clock_wires.png
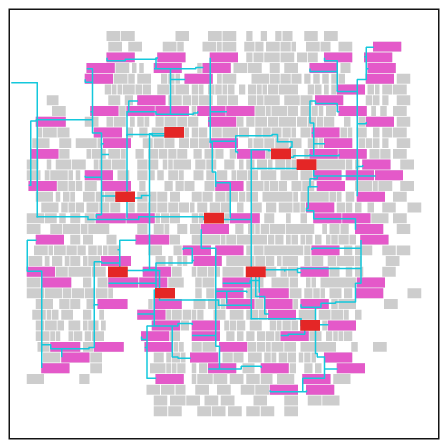
ff_map.png
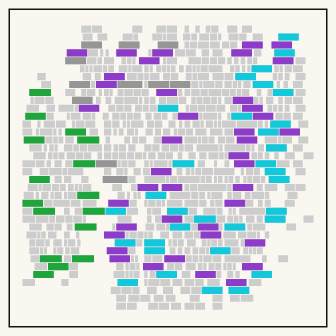
class_map.png
The bar under the picture is 20 um long.
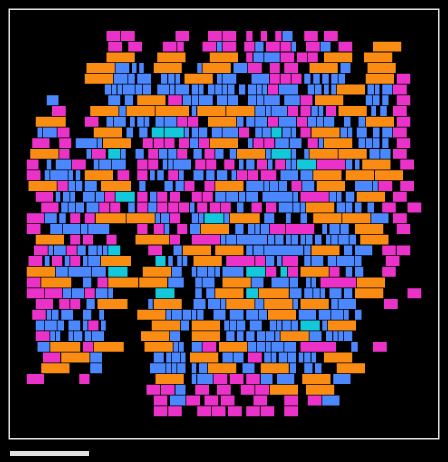
[src/rtl/imm_gen_pkg.sv]
// Shared types and constants for the decode-stage immediate generator.
package imm_gen_pkg;

    // Immediate format code carried alongside every decoded entry.
    typedef enum logic [2:0] {
        ImmR    = 3'd0,
        ImmI    = 3'd1,
        ImmS    = 3'd2,
        ImmB    = 3'd3,
        ImmU    = 3'd4,
        ImmJ    = 3'd5,
        ImmSh   = 3'd6,
        ImmNone = 3'd7
    } imm_fmt_e;

    // Base RV opcodes recognised by the decoder (inst[6:0]).
    localparam logic [6:0] OPC_LOAD   = 7'b0000011;
    localparam logic [6:0] OPC_OPIMM  = 7'b0010011;
    localparam logic [6:0] OPC_STORE  = 7'b0100011;
    localparam logic [6:0] OPC_BRANCH = 7'b1100011;
    localparam logic [6:0] OPC_LUI    = 7'b0110111;
    localparam logic [6:0] OPC_AUIPC  = 7'b0010111;
    localparam logic [6:0] OPC_JAL    = 7'b1101111;
    localparam logic [6:0] OPC_JALR   = 7'b1100111;
    localparam logic [6:0] OPC_OP     = 7'b0110011;

    // OP-IMM funct3 values that select a shift (slli / srli / srai).
    function automatic logic is_shift_funct3(input logic [2:0] funct3);
        return (funct3 == 3'b001) || (funct3 == 3'b101);
    endfunction

endpackage

[src/rtl/imm_decode.sv]
// Combinational instruction-format classifier and immediate extractor.
module imm_decode
    import imm_gen_pkg::*;
#(
    parameter int unsigned XLEN = 32
) (
    input  logic [31:0]     inst_i,
    output logic [XLEN-1:0] imm_o,
    output imm_fmt_e        fmt_o,
    output logic            illegal_o
);

    logic [6:0]  opcode;
    logic [31:0] imm32;
    logic [31:0] shamt32;
    logic        zext;

    assign opcode = inst_i[6:0];

    // RV64 shifts use a 6-bit shamt; funct7 bits above it never leak in.
    assign shamt32 = (XLEN == 64) ? {26'b0, inst_i[25:20]} : {27'b0, inst_i[24:20]};

    // Classify the opcode and assemble the raw 32-bit immediate.
    always_comb begin
        imm32     = '0;
        fmt_o     = ImmNone;
        illegal_o = 1'b0;
        zext      = 1'b0;
        unique case (opcode)
            OPC_LOAD, OPC_JALR: begin
                fmt_o = ImmI;
                imm32 = {{20{inst_i[31]}}, inst_i[31:20]};
            end
            OPC_OPIMM: begin
                if (is_shift_funct3(inst_i[14:12])) begin
                    fmt_o = ImmSh;
                    imm32 = shamt32;
                    zext  = 1'b1;
                end else begin
                    fmt_o = ImmI;
                    imm32 = {{20{inst_i[31]}}, inst_i[31:20]};
                end
            end
            OPC_STORE: begin
                fmt_o = ImmS;
                imm32 = {{20{inst_i[31]}}, inst_i[31:25], inst_i[11:7]};
            end
            OPC_BRANCH: begin
                fmt_o = ImmB;
                imm32 = {{19{inst_i[31]}}, inst_i[31], inst_i[7], inst_i[30:25],
                         inst_i[11:8], 1'b0};
            end
            OPC_LUI, OPC_AUIPC: begin
                fmt_o = ImmU;
                imm32 = {inst_i[31:12], 12'b0};
            end
            OPC_JAL: begin
                fmt_o = ImmJ;
                imm32 = {{11{inst_i[31]}}, inst_i[31], inst_i[19:12], inst_i[20],
                         inst_i[30:21], 1'b0};
            end
            OPC_OP: begin
                fmt_o = ImmR;
            end
            default: begin
                illegal_o = 1'b1;
            end
        endcase
    end

    // Widen to XLEN; every non-shift immediate already carries inst[31] in bit 31.
    always_comb begin
        if (zext) begin
            imm_o = XLEN'(imm32);
        end else begin
            imm_o = XLEN'($signed(imm32));
        end
    end

endmodule

[src/rtl/imm_gen_pipe.sv]
// Registered immediate generator: decode feeding a 2-entry skid buffer,
// plus a saturating count of illegal instructions handed downstream.
module imm_gen_pipe
    import imm_gen_pkg::*;
#(
    parameter int unsigned XLEN  = 32,
    parameter int unsigned TAG_W = 5,
    parameter int unsigned CNT_W = 16
) (
    input  logic             clk,
    input  logic             reset,
    input  logic             in_valid,
    output logic             in_ready,
    input  logic [31:0]      inst_code,
    input  logic [TAG_W-1:0] in_tag,
    output logic             out_valid,
    input  logic             out_ready,
    output logic [XLEN-1:0]  imm_out,
    output logic [2:0]       imm_fmt,
    output logic             imm_illegal,
    output logic [TAG_W-1:0] out_tag,
    output logic [CNT_W-1:0] illegal_cnt
);

    // Entry widths follow this instance's XLEN/TAG_W, so the type lives here.
    typedef struct packed {
        logic [XLEN-1:0]  imm;
        imm_fmt_e         fmt;
        logic             illegal;
        logic [TAG_W-1:0] tag;
    } imm_entry_t;

    imm_entry_t      dec_entry;
    imm_entry_t      main_q, main_d;
    imm_entry_t      skid_q, skid_d;
    logic            main_valid_q, main_valid_d;
    logic            skid_valid_q, skid_valid_d;
    logic [CNT_W-1:0] cnt_q, cnt_d;
    logic            accept;
    logic            deliver;

    imm_decode #(
        .XLEN (XLEN)
    ) u_decode (
        .inst_i    (inst_code),
        .imm_o     (dec_entry.imm),
        .fmt_o     (dec_entry.fmt),
        .illegal_o (dec_entry.illegal)
    );

    assign dec_entry.tag = in_tag;

    assign in_ready = !skid_valid_q && !reset;
    assign accept   = in_valid && in_ready;
    assign deliver  = main_valid_q && out_ready;

    // Skid-buffer next state: main always holds the oldest entry.
    always_comb begin
        main_d       = main_q;
        main_valid_d = main_valid_q;
        skid_d       = skid_q;
        skid_valid_d = skid_valid_q;
        if (!main_valid_q) begin
            if (accept) begin
                main_d       = dec_entry;
                main_valid_d = 1'b1;
            end
        end else if (deliver) begin
            if (skid_valid_q) begin
                // in_ready is low while skid is full, so nothing is accepted here.
                main_d       = skid_q;
                skid_valid_d = 1'b0;
            end else if (accept) begin
                main_d = dec_entry;
            end else begin
                main_valid_d = 1'b0;
            end
        end else if (accept) begin
            skid_d       = dec_entry;
            skid_valid_d = 1'b1;
        end
    end

    // Saturating count of illegal entries actually handed downstream.
    always_comb begin
        cnt_d = cnt_q;
        if (deliver && main_q.illegal && (cnt_q != {CNT_W{1'b1}})) begin
            cnt_d = cnt_q + CNT_W'(1);
        end
    end

    // State registers with synchronous reset; reset drops any in-flight entries.
    always_ff @(posedge clk) begin
        if (reset) begin
            main_q       <= '0;
            main_valid_q <= 1'b0;
            skid_q       <= '0;
            skid_valid_q <= 1'b0;
            cnt_q        <= '0;
        end else begin
            main_q       <= main_d;
            main_valid_q <= main_valid_d;
            skid_q       <= skid_d;
            skid_valid_q <= skid_valid_d;
            cnt_q        <= cnt_d;
        end
    end

    // Outputs come straight from the main entry.
    always_comb begin
        out_valid   = main_valid_q;
        imm_out     = main_q.imm;
        imm_fmt     = main_q.fmt;
        imm_illegal = main_q.illegal;
        out_tag     = main_q.tag;
        illegal_cnt = cnt_q;
    end

endmodule

[config.mk]
export PLATFORM = sky130hd
export DESIGN_NAME = imm_gen_pipe
export DESIGN_NICKNAME = d
export VERILOG_FILES = /design/src/rtl/imm_gen_pkg.sv /design/src/rtl/imm_decode.sv /design/src/rtl/imm_gen_pipe.sv
export SDC_FILE = /design/constraint.sdc
export NUM_CORES = 1
export LEC_CHECK = 0
export CAP_MARGIN = 20
export CORE_MARGIN = 4
export CORE_UTILIZATION = 46
export DETAILED_ROUTE_END_ITERATION = 6
export PLACE_DENSITY = 0.86
export SKIP_LAST_GASP = 1
export SLEW_MARGIN = 10
export SYNTH_ARGS = -nofsm -noshare
export SYNTH_HDL_FRONTEND = slang
export SYNTH_SLANG_ARGS = --single-unit
[constraint.sdc]
create_clock -name clk -period 1.7 [get_ports clk]
set_input_delay 0.34 -clock clk [delete_from_list [all_inputs] [get_ports clk]]
set_output_delay 0.34 -clock clk [all_outputs]
set_load 0.005 [all_outputs]
==> results.py <==
# Auto-generated metrics
metrics = {
    "critical_path": {
        "worstPathRequired_ns": 2.01,
        "cp_num_cells": 8,
        "crit_type": "primary input to register",
        "timing.rr.end": "imm_fmt[0]$_SDFFE_PP0P_",
        "crit_arrival_ns": 1.98,
        "cpMostUsedCell": "buf_12",
        "end_kind": "register",
        "path_buffers": 3,
        "critPathMaxStageDelay_ns": 0.49,
        "crit_path_start": "inst_code[5]",
        "r2r_cells": 6,
        "crit_path_end": "imm_out[28]$_SDFFE_PP0P_",
        "critical-path-top-delay-family": "simple AND/OR/NAND/NOR gates",
        "reg2reg_from": "out_valid$_SDFF_PP0_",
        "reg2reg_setup_slack_ns": 0.05,
        "path_max_fanout": 5,
        "crit_chain": "clkdlybuf4s15_1, nand2b_4, or4_4, a31oi_4, buf_12, buf_12, o21ai_2, a211oi_2",
        "cp_slowest_cell": "or4_4",
    },
    "power": {
        "p_total_w": 0.00461,
        "p_sw_w": 0.00129,
        "peakVddDrop_mv": 0.511,
        "p_sw_share_pct": 28.0,
        "p_comb_w": 0.000713,
        "power.group.top": "sequential cells",
        "power_frac_comb_pct": 15.5,
        "seq_power_share_pct": 53.1,
    },
    "timing": {
        "fin_crit_sh_pct": 98.8,
        "timing.final.ws_setup_ns": 0.0212,
        "fmax_mhz": 596,
        "rsz0062_at_grt": "yes",
        "slew_headroom_pct": 72.1,
        "setup_viol": 0,
        "holdWs_ns": 0.403,
        "period_needed_ns": 1.68,
        "final_hold_viol_count": 0,
    },
    "synthesis": {
        "mux_share_pct": 1.72,
        "ys_sh_simple_pct": 20.1,
        "top_area_share_pct": 43.0,
        "ys.flop_type": "dfxtp_1",
        "yosysMostFrequentCell": "dfxtp_1",
        "yosys.area_share.aoi_pct": 28.0,
        "ys_seq_share_pct": 43.0,
        "topCellsByArea": "dfxtp_1 43%, nor2_1 5.2%, o21ai_0 3.9%, nand2_1 3.7%, o22ai_1 3.5%",
        "yosys_warnings": 0,
        "ys_sh_adder_pct": 0.269,
        "syn-instance-count": 544,
        "ys_sh_xor_pct": 2.82,
        "netlist_top_cells_count": "100 x dfxtp_1, 65 x nor2_1, 46 x nand2_1, 36 x o21ai_0, 32 x a21oi_1",
        "fp_nets": 586,
        "synth.distinct_cells": 55,
        "yosysTopAreaCell": "dfxtp_1",
        "synth_area_per_cell_sq_um": 8.55,
        "top_logic_kind": "AND-OR/OR-AND gates",
        "synth_flops": 100,
        "yosys_cells": 544,
    },
    "job": {
        "warning_count": 28,
    },
    "min_path": {
        "hold_path_depth": 3,
        "hold_path.startpoint": "reset",
        "min_to": "imm_fmt[1]$_SDFFE_PP0P_",
        "hp-class": "primary input to register",
    },
    "route": {
        "via_per_inst": 5.96,
        "met3_length_mm": 1.19,
        "topRoutingLayerUsed": "met4",
        "wl_met2_mm": 7.91,
        "wl_met1_mm": 5.83,
        "vias": 5085,
        "ant_nets": 0,
        "wl_per_cell_um": 18.0,
        "routed_wl_mm": 15.4,
        "drt-pass1-iter-count": 5,
        "drtIter0Drc": 396,
        "drc": 0,
    },
    "clock_tree": {
        "clk_path_buf_depth": 2,
        "numClockSinks": 100,
        "cts_made_buffers": 9,
        "cts_tree": "done",
        "cts_hold_buf": 0,
        "cts_resized": 42,
        "clkSlewWorstSetupHoldPaths_ns": 0.11,
        "cts_setup_buffers": 2,
        "cts_max_level": 3,
        "cts_root_buf": "clkbuf_8",
    },
    "place": {
        "portBuffers": 99,
        "dp.cells": 829,
        "hpwl_mm": 10.8,
        "placed_cell_area_sq_mm": 0.00636,
        "place_ws_ns": -0.675,
    },
    "global_routing": {
        "grt_max_degree": 31,
        "use_met2_pct": 44.2,
        "grt_use_met1_pct": 29.6,
        "grt_pass1_wl_mm": 24.3,
        "grt_usage_pct": 25.5,
        "overflow": 0,
        "antenna_found_initial": 0,
        "grt_pass1_vias": 5124,
        "busiest_layer": "met2",
        "grt_use_met3_pct": 5.73,
    },
    "floorplanning": {
        "chipArea_sq_mm": 0.0118,
        "nWellTaps": 133,
        "placementRows": 36,
        "die_x_um": 109,
        "die.size.y_um": 109,
    },
    "cells_and_area": {
        "layout.nonclk_buf_share_pct": 26.7,
        "lay_top_count": "dfxtp_1",
        "inv_count": 9,
        "largest_register_ff_count": 41,
        "num-fill-cells": 746,
        "comb_share_pct": 37.9,
        "top_register": "skid_q",
        "ff_count": 100,
        "final-clk-cell-share_pct": 2.64,
        "largest_cell_class": "multi-input combinational cells",
        "nMultiInputCombCells": 400,
        "instances_no_fill": 853,
        "signal_buffers": 195,
        "nNetsFinal": 757,
        "areaGrowthSynthToFinish_pct": 45.9,
        "nClkBuffers": 9,
        "final_cell_mix": "87 x dfxtp_1, 86 x buf_4, 78 x clkdlybuf4s50_1",
        "antenna_cells": 0,
        "drive_gt1_share_pct": 25.7,
    },
    "run_status": {
        "status": "finished, final reports clean",
    },
}
Notes on clock_wires.png above:
clock-net drivers: in red, count 9. clock wires: in cyan, length 1150 um. flip-flops: in magenta, count 100.
Position of the flops: all over the die.
Clock Skew: 0.0159 ns
clock latency on the worst-skew pair: 0.38 ns
clock power share: 31.4%
Power Clock: 0.00145 W

Notes on ff_map.png above:
skid_q: in purple, placed flops 41. imm_out: in cyan, placed flops 32. illegal_cnt: in green, placed flops 16.
P_seq: 0.00245 W
Sequential Area: 0.00202 sq mm
sequential fraction of total cell area: 29.8%
post-layout util: 69.1%

Notes on class_map.png above:
remaining logic cells: in blue, cells 409, share of their area 39%. clock drivers and dummy loads: in cyan, cells 16, share of their area 2.7%. remaining buffers and delay cells: in magenta, cells 195, share of their area 27%. registers: in orange, cells 100, share of their area 31%.
cell area after layout: 0.00679 sq mm
core footprint: 0.00982 sq mm

No activity file was given, so power comes from the tool's default toggle rates.
